[config.mk]
export PLATFORM = sky130hd
export DESIGN_NAME = intr_stack_seq_flat
export DESIGN_NICKNAME = d
export VERILOG_FILES = /design/src/rtl/intr_stack_seq_pkg.sv /design/src/rtl/intr_stack_seq_if.sv /design/src/rtl/intr_sync.sv /design/src/rtl/intr_stack_seq.sv /design/src/flat_wrapper.sv
export SDC_FILE = /design/constraint.sdc
export NUM_CORES = 1
export LEC_CHECK = 0
export ABC_AREA = 1
export ABC_CLOCK_PERIOD_IN_PS = 1300
export CORE_MARGIN = 4
export CORE_UTILIZATION = 40
export DETAILED_ROUTE_END_ITERATION = 8
export PLACE_DENSITY = 0.86
export SYNTH_ARGS = -nofsm -noshare
export SYNTH_HDL_FRONTEND = slang
export SYNTH_SLANG_ARGS = --single-unit
[constraint.sdc]
create_clock -name clk -period 1.3 [get_ports clk]
set_clock_uncertainty 0.2 [all_clocks]
set_input_delay 0.26 -clock clk [delete_from_list [all_inputs] [get_ports clk]]
set_output_delay 0.26 -clock clk [all_outputs]
set_load 0.01 [all_outputs]
[src/rtl/intr_stack_seq_pkg.sv]
// ============================================================================
// Module : cpu_pkg
// Brief  : Shared encodings and output decode for the interrupt stack sequencer
// Rev    : 1.0
// ============================================================================
`default_nettype none

package cpu_pkg;

    localparam logic [3:0] c_stk_none     = 4'b0000;
    localparam logic [3:0] c_stk_pop      = 4'b0101;
    localparam logic [3:0] c_stk_push_pc  = 4'b0110;
    localparam logic [3:0] c_stk_push_ccr = 4'b0111;

    localparam logic [1:0] c_pc_none  = 2'b00;
    localparam logic [1:0] c_pc_vec   = 2'b01;
    localparam logic [1:0] c_pc_stack = 2'b10;

    localparam logic [7:0] c_sp_floor = 8'd200;
    localparam logic [7:0] c_sp_ceil  = 8'd255;
    localparam logic [7:0] c_vec_addr = 8'h01;

    typedef enum logic [2:0] {
        IDLE  = 3'd0,
        I_PC  = 3'd1,
        I_CCR = 3'd2,
        I_VEC = 3'd3,
        R_POP = 3'd4
    } state_t;

    typedef struct packed {
        logic       mem_en;
        logic       mem_write;
        logic       mem_read;
        logic [3:0] stack_ctrl;
        logic       stack_push;
        logic       stack_pop;
        logic       pc_load;
        logic [1:0] pc_src;
        logic       ccr_load;
        logic       freeze;
        logic       intr_ack;
    } ctrl_t;

    // Moore decode: control word that belongs to a given state.
    function automatic ctrl_t f_decode(input state_t s);
        ctrl_t c;
        c            = '0;
        c.stack_ctrl = c_stk_none;
        c.pc_src     = c_pc_none;
        case (s)
            I_PC: begin
                c.mem_en     = 1'b1;
                c.mem_write  = 1'b1;
                c.stack_ctrl = c_stk_push_pc;
                c.stack_push = 1'b1;
                c.freeze     = 1'b1;
            end
            I_CCR: begin
                c.mem_en     = 1'b1;
                c.mem_write  = 1'b1;
                c.stack_ctrl = c_stk_push_ccr;
                c.freeze     = 1'b1;
            end
            I_VEC: begin
                c.pc_load  = 1'b1;
                c.pc_src   = c_pc_vec;
                c.intr_ack = 1'b1;
                c.freeze   = 1'b1;
            end
            R_POP: begin
                c.mem_en     = 1'b1;
                c.mem_read   = 1'b1;
                c.stack_ctrl = c_stk_pop;
                c.stack_pop  = 1'b1;
                c.pc_load    = 1'b1;
                c.pc_src     = c_pc_stack;
                c.ccr_load   = 1'b1;
                c.freeze     = 1'b1;
            end
            default: c = '0;
        endcase
        return c;
    endfunction

endpackage

`default_nettype wire

[src/rtl/intr_stack_seq_if.sv]
// ============================================================================
// Module : intr_stack_seq_if
// Brief  : CU / stack-stage signal bundle of the interrupt stack sequencer
// Rev    : 1.0
// ============================================================================
`default_nettype none

interface intr_stack_seq_if;
    logic       intr_in;
    logic       instr_boundary;
    logic       rti_req;
    logic [7:0] sp;
    logic       mem_en;
    logic       mem_write;
    logic       mem_read;
    logic [3:0] stack_ctrl;
    logic       stack_push;
    logic       stack_pop;
    logic       pc_load;
    logic [1:0] pc_src;
    logic [7:0] vec_addr;
    logic       ccr_load;
    logic       freeze;
    logic       intr_ack;
    logic       in_isr;
    logic       stack_err;
    logic       rti_err;

    modport master (
        output intr_in, instr_boundary, rti_req, sp,
        input  mem_en, mem_write, mem_read, stack_ctrl, stack_push, stack_pop,
               pc_load, pc_src, vec_addr, ccr_load, freeze, intr_ack, in_isr,
               stack_err, rti_err
    );

    modport slave (
        input  intr_in, instr_boundary, rti_req, sp,
        output mem_en, mem_write, mem_read, stack_ctrl, stack_push, stack_pop,
               pc_load, pc_src, vec_addr, ccr_load, freeze, intr_ack, in_isr,
               stack_err, rti_err
    );
endinterface

`default_nettype wire

[src/rtl/intr_sync.sv]
// ============================================================================
// Module : intr_sync
// Brief  : Two-flop synchronizer and rising-edge detector for the interrupt pin
// Rev    : 1.0
// ============================================================================
`default_nettype none

module intr_sync (
    input  wire logic clk,
    input  wire logic rst,
    input  wire logic i_intr,
    output logic      o_rise
);

    logic r_meta;
    logic r_sync;
    logic r_sync_d;

    always_ff @(posedge clk or posedge rst) begin
        if (rst) begin
            r_meta   <= 1'b0;
            r_sync   <= 1'b0;
            r_sync_d <= 1'b0;
        end else begin
            r_meta   <= i_intr;
            r_sync   <= r_meta;
            r_sync_d <= r_sync;
        end
    end

    assign o_rise = r_sync & ~r_sync_d;

endmodule

`default_nettype wire

[src/rtl/intr_stack_seq.sv]
// ============================================================================
// Module : intr_stack_seq
// Brief  : Interrupt entry (push PC/CCR, vector) and RTI (pop) sequencer
// Rev    : 1.0
// ============================================================================
`default_nettype none

module intr_stack_seq
    import cpu_pkg::*;
(
    input  wire logic        clk,
    input  wire logic        rst,
    intr_stack_seq_if.slave  bus
);

    state_t r_state;
    state_t w_next;
    ctrl_t  r_ctrl;
    logic   r_pending;
    logic   r_in_isr;
    logic   r_stack_err;
    logic   r_rti_err;
    logic   w_rise;
    logic   w_take_rti;
    logic   w_take_intr;

    intr_sync u_sync (
        .clk    (clk),
        .rst    (rst),
        .i_intr (bus.intr_in),
        .o_rise (w_rise)
    );

    // RTI has priority; an interrupt is only eligible outside the handler.
    assign w_take_rti  = (r_state == IDLE) && bus.rti_req && r_in_isr;
    assign w_take_intr = (r_state == IDLE) && bus.instr_boundary && r_pending && !r_in_isr;

    always_comb begin
        w_next = r_state;
        case (r_state)
            IDLE: begin
                if (w_take_rti)
                    w_next = R_POP;
                else if (w_take_intr)
                    w_next = I_PC;
            end
            I_PC:    w_next = I_CCR;
            I_CCR:   w_next = I_VEC;
            I_VEC:   w_next = IDLE;
            R_POP:   w_next = IDLE;
            default: w_next = IDLE;
        endcase
    end

    // Control word is registered together with the state it belongs to.
    always_ff @(posedge clk or posedge rst) begin
        if (rst) begin
            r_state     <= IDLE;
            r_ctrl      <= '0;
            r_pending   <= 1'b0;
            r_in_isr    <= 1'b0;
            r_stack_err <= 1'b0;
            r_rti_err   <= 1'b0;
        end else begin
            r_state   <= w_next;
            r_ctrl    <= f_decode(w_next);
            r_pending <= w_rise | (r_pending & (r_state != I_VEC));
            if (r_state == I_VEC)
                r_in_isr <= 1'b1;
            else if (r_state == R_POP)
                r_in_isr <= 1'b0;
            if (((r_state == I_PC) && (bus.sp == c_sp_floor)) ||
                ((r_state == R_POP) && (bus.sp == c_sp_ceil)))
                r_stack_err <= 1'b1;
            if (bus.rti_req && !r_in_isr)
                r_rti_err <= 1'b1;
        end
    end

    assign bus.mem_en     = r_ctrl.mem_en;
    assign bus.mem_write  = r_ctrl.mem_write;
    assign bus.mem_read   = r_ctrl.mem_read;
    assign bus.stack_ctrl = r_ctrl.stack_ctrl;
    assign bus.stack_push = r_ctrl.stack_push;
    assign bus.stack_pop  = r_ctrl.stack_pop;
    assign bus.pc_load    = r_ctrl.pc_load;
    assign bus.pc_src     = r_ctrl.pc_src;
    assign bus.ccr_load   = r_ctrl.ccr_load;
    assign bus.freeze     = r_ctrl.freeze;
    assign bus.intr_ack   = r_ctrl.intr_ack;
    assign bus.vec_addr   = c_vec_addr;
    assign bus.in_isr     = r_in_isr;
    assign bus.stack_err  = r_stack_err;
    assign bus.rti_err    = r_rti_err;

endmodule

`default_nettype wire

[src/flat_wrapper.sv]
// flat-port wrapper written by rule: the top's interface ports become plain ports
module intr_stack_seq_flat import cpu_pkg::*;
  (clk, rst, bus_intr_in, bus_instr_boundary, bus_rti_req, bus_sp, bus_mem_en, bus_mem_write, bus_mem_read, bus_stack_ctrl, bus_stack_push, bus_stack_pop, bus_pc_load, bus_pc_src, bus_vec_addr, bus_ccr_load, bus_freeze, bus_intr_ack, bus_in_isr, bus_stack_err, bus_rti_err);
  intr_stack_seq_if bus_i ();
  input  wire logic clk;
  input  wire logic rst;
  input wire logic [$bits(bus_i.intr_in)-1:0] bus_intr_in;
  input wire logic [$bits(bus_i.instr_boundary)-1:0] bus_instr_boundary;
  input wire logic [$bits(bus_i.rti_req)-1:0] bus_rti_req;
  input wire logic [$bits(bus_i.sp)-1:0] bus_sp;
  output wire logic [$bits(bus_i.mem_en)-1:0] bus_mem_en;
  output wire logic [$bits(bus_i.mem_write)-1:0] bus_mem_write;
  output wire logic [$bits(bus_i.mem_read)-1:0] bus_mem_read;
  output wire logic [$bits(bus_i.stack_ctrl)-1:0] bus_stack_ctrl;
  output wire logic [$bits(bus_i.stack_push)-1:0] bus_stack_push;
  output wire logic [$bits(bus_i.stack_pop)-1:0] bus_stack_pop;
  output wire logic [$bits(bus_i.pc_load)-1:0] bus_pc_load;
  output wire logic [$bits(bus_i.pc_src)-1:0] bus_pc_src;
  output wire logic [$bits(bus_i.vec_addr)-1:0] bus_vec_addr;
  output wire logic [$bits(bus_i.ccr_load)-1:0] bus_ccr_load;
  output wire logic [$bits(bus_i.freeze)-1:0] bus_freeze;
  output wire logic [$bits(bus_i.intr_ack)-1:0] bus_intr_ack;
  output wire logic [$bits(bus_i.in_isr)-1:0] bus_in_isr;
  output wire logic [$bits(bus_i.stack_err)-1:0] bus_stack_err;
  output wire logic [$bits(bus_i.rti_err)-1:0] bus_rti_err;
  assign bus_i.intr_in = bus_intr_in;
  assign bus_i.instr_boundary = bus_instr_boundary;
  assign bus_i.rti_req = bus_rti_req;
  assign bus_i.sp = bus_sp;
  assign bus_mem_en = bus_i.mem_en;
  assign bus_mem_write = bus_i.mem_write;
  assign bus_mem_read = bus_i.mem_read;
  assign bus_stack_ctrl = bus_i.stack_ctrl;
  assign bus_stack_push = bus_i.stack_push;
  assign bus_stack_pop = bus_i.stack_pop;
  assign bus_pc_load = bus_i.pc_load;
  assign bus_pc_src = bus_i.pc_src;
  assign bus_vec_addr = bus_i.vec_addr;
  assign bus_ccr_load = bus_i.ccr_load;
  assign bus_freeze = bus_i.freeze;
  assign bus_intr_ack = bus_i.intr_ack;
  assign bus_in_isr = bus_i.in_isr;
  assign bus_stack_err = bus_i.stack_err;
  assign bus_rti_err = bus_i.rti_err;
  intr_stack_seq u_core (.clk(clk), .rst(rst), .bus(bus_i));
endmodule
==> run summary <==
Status -> finished, violations left
Violated checks -> setup timing
Startpoint class of the critical path -> flop
Setup ws final -> -0.00759 ns
Leak Pwr -> 0.678 nW
Crit path launch -> u_core.bus.mem_read
Chip area -> 3030 µm²
Pint -> 0.00156 W
Reg2reg start -> u_core.r_state[0]
Worst IR drop on VDD -> 0.000980 V
Grt ovf -> 0
Final setup fails -> 4
Max Fanout on Critical Path -> 4
Area fraction in mux cells -> 0%
Worst path max stage delay -> 0.41 ns
Cell Area, Placed -> 1160 µm²
Synth cell types -> 14
Dpl cells -> 147
Max Freq -> 765 MHz
PwrDens -> 2050 nW/µm²
Drt via density -> 4.24
H-tree Lvls -> 1
I/O Pins -> 39
Final period util -> 101%
Share of synthesized registers carrying an async set or reset -> 100%
WL final -> 1590 µm
==> registers in the layout, indices dropped and copies added (netlist names) <==
name	count
u_core.bus.stack_push	1
u_core.u_sync.r_meta	1
u_core.bus.rti_err	1
u_core.bus.freeze	1
u_core.bus.pc_load	1
u_core.bus.stack_err	1
u_core.bus.in_isr	1
u_core.bus.mem_read	1
u_core.bus.mem_write	1
u_core.u_sync.r_sync_d	1
u_core.r_pending	1
u_core.u_sync.r_sync	1
u_core.bus.stack_ctrl	2
u_core.bus.mem_en	1
u_core.bus.pc_src	1
u_core.bus.intr_ack	1
u_core.r_state	3
==> power groups by stage <==
stage	Clock (W)	Combinational [W]	Sequential, W
final	0.000490	0.000955	0.000956
after global routing	0.000530	0.00107	0.000985
after CTS	0.000509	0.000906	0.000946
after detailed placement	0	0.00106	0.000971
after global placement	0	0.00103	0.000957
after floorplan	0	0.000538	0.00103
==> per-stage QoR <==
step	TNS (ns)	total power, W
final	-0.0267	0.00240
after global placement	-1.71	0.00199
after CTS	-0.127	0.00236
after global routing	-0.452	0.00259
after detailed placement	-2.11	0.00203
after floorplan	0	0.00157
==> Yosys cell counts (2+ instances only) <==
cell	instances	share of area, %
dfrtp_1	20	57
nand2_1	17	7.2
inv_1	16	6.8
buf_4	13	11
nor2_1	6	2.5
nand3_1	5	2.8
inv_2	4	1.7
nand3_2	4	4.5
o21ai_1	3	1.7
conb_1	2	0.85
nand2_2	2	1.4
nor2_2	2	1.4
==> timing repair <==
action | in CTS | in global routing
endpoints found under the setup margin | 17 | 20
resized | 68 | 5
buffers inserted | 2 | 0
==> metal layers <==
metal | GRT usage [%] | vias up | wire (µm)
met5 | 0 | - | 0
met4 | 7.29 | 0 | 12
met3 | 2.68 | 2 | 143
met2 | 19.1 | 22 | 783
met1 | 12.8 | 303 | 646
li1 | - | 322 | -
==> logic make-up after synthesis <==
logic type | after synthesis
simple gates | 36
buf+inv | 33
flops | 20
compound gates | 5
other cells | 2
==> path summary, 6_finish.rpt <==
kind	end	slack (ns)	depth (start not counted)
max	bus_pc_src[1]	-0.008	1
min	u_core.r_state[0]	0.06	3
max reg2reg	u_core.bus.stack_push	0.08	5
min reg2reg	u_core.u_sync.r_sync	0.17	0
max in group asynchronous	u_core.bus.rti_err	0.71	3
min in group clk	u_core.u_sync.r_sync	0.17	0
==> area by class of cell <==
type | instances | area share, %
Timing Repair Buffer | 32 | 22.7
Clock buffer | 3 | 1.93
Inverter | 20 | 6.42
Clock inverter | 1 | 2.57
Sequential cell | 20 | 42.8
Tap cell | 27 | 2.89
Multi-Input combinational cell | 50 | 20.7
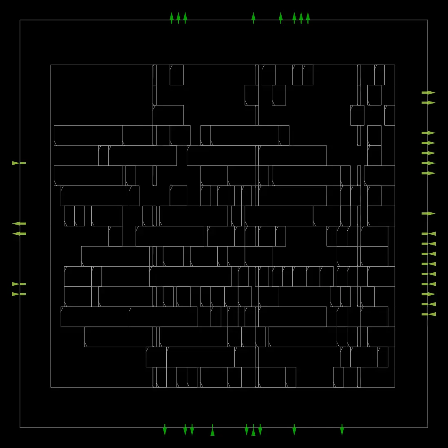
*Placement view*
num rows: 16
post-route insts no fill: 153
fillcell total: 179

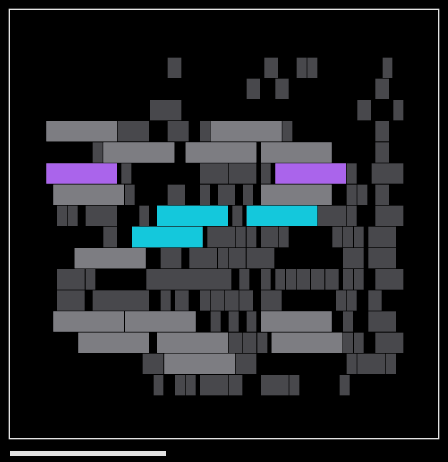
*Sequential cells grouped by signal name*
The bar under the picture is 20 µm long. Other sequential cells in the stronger gray, the rest of the logic in the fainter gray.
| color | signal | placed flops |
|---|---|---|
| purple | u_core.bus.stack_ctrl | 2 |
| cyan | u_core.r_state | 3 |
not colored: 15
Core Util, Final: 57.9%
Seq/total area: 42.8%
Reg area: 500 µm²
Seq. pwr: 0.000956 W

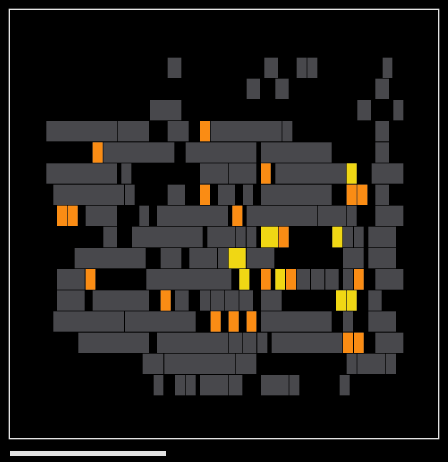
*Logic cells by family*
The bar under the picture is 20 µm long.
| color | family | cells | most used |
|---|---|---|---|
| yellow | NOR gates | 8 | nor2_1 |
| orange | inverters | 20 | inv_1 |
Comb area share: 20.7%
Commonest Layout Cell: dfrtp_1

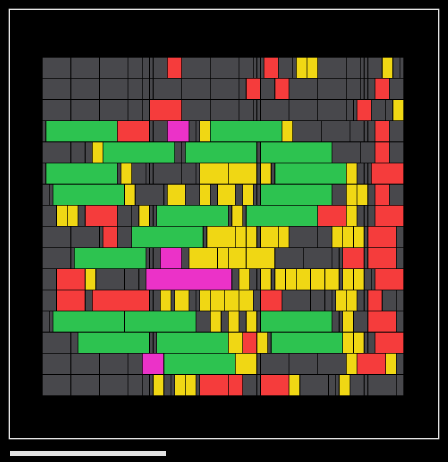
*Placed cells, one color a class*
The bar under the picture is 20 µm long. Fill, decap, tap and diode cells in gray.
| color | class | cells | share of their area |
|---|---|---|---|
| yellow | all other logic | 70 | 28% |
| red | other buffers and delay cells | 32 | 23% |
| magenta | clock drivers and dummy loads | 4 | 4.6% |
| green | flops | 20 | 44% |
CORE AREA: 2020 µm²
Final Instance Area: 1170 µm²

No activity file was given, so power comes from the tool's default toggle rates.
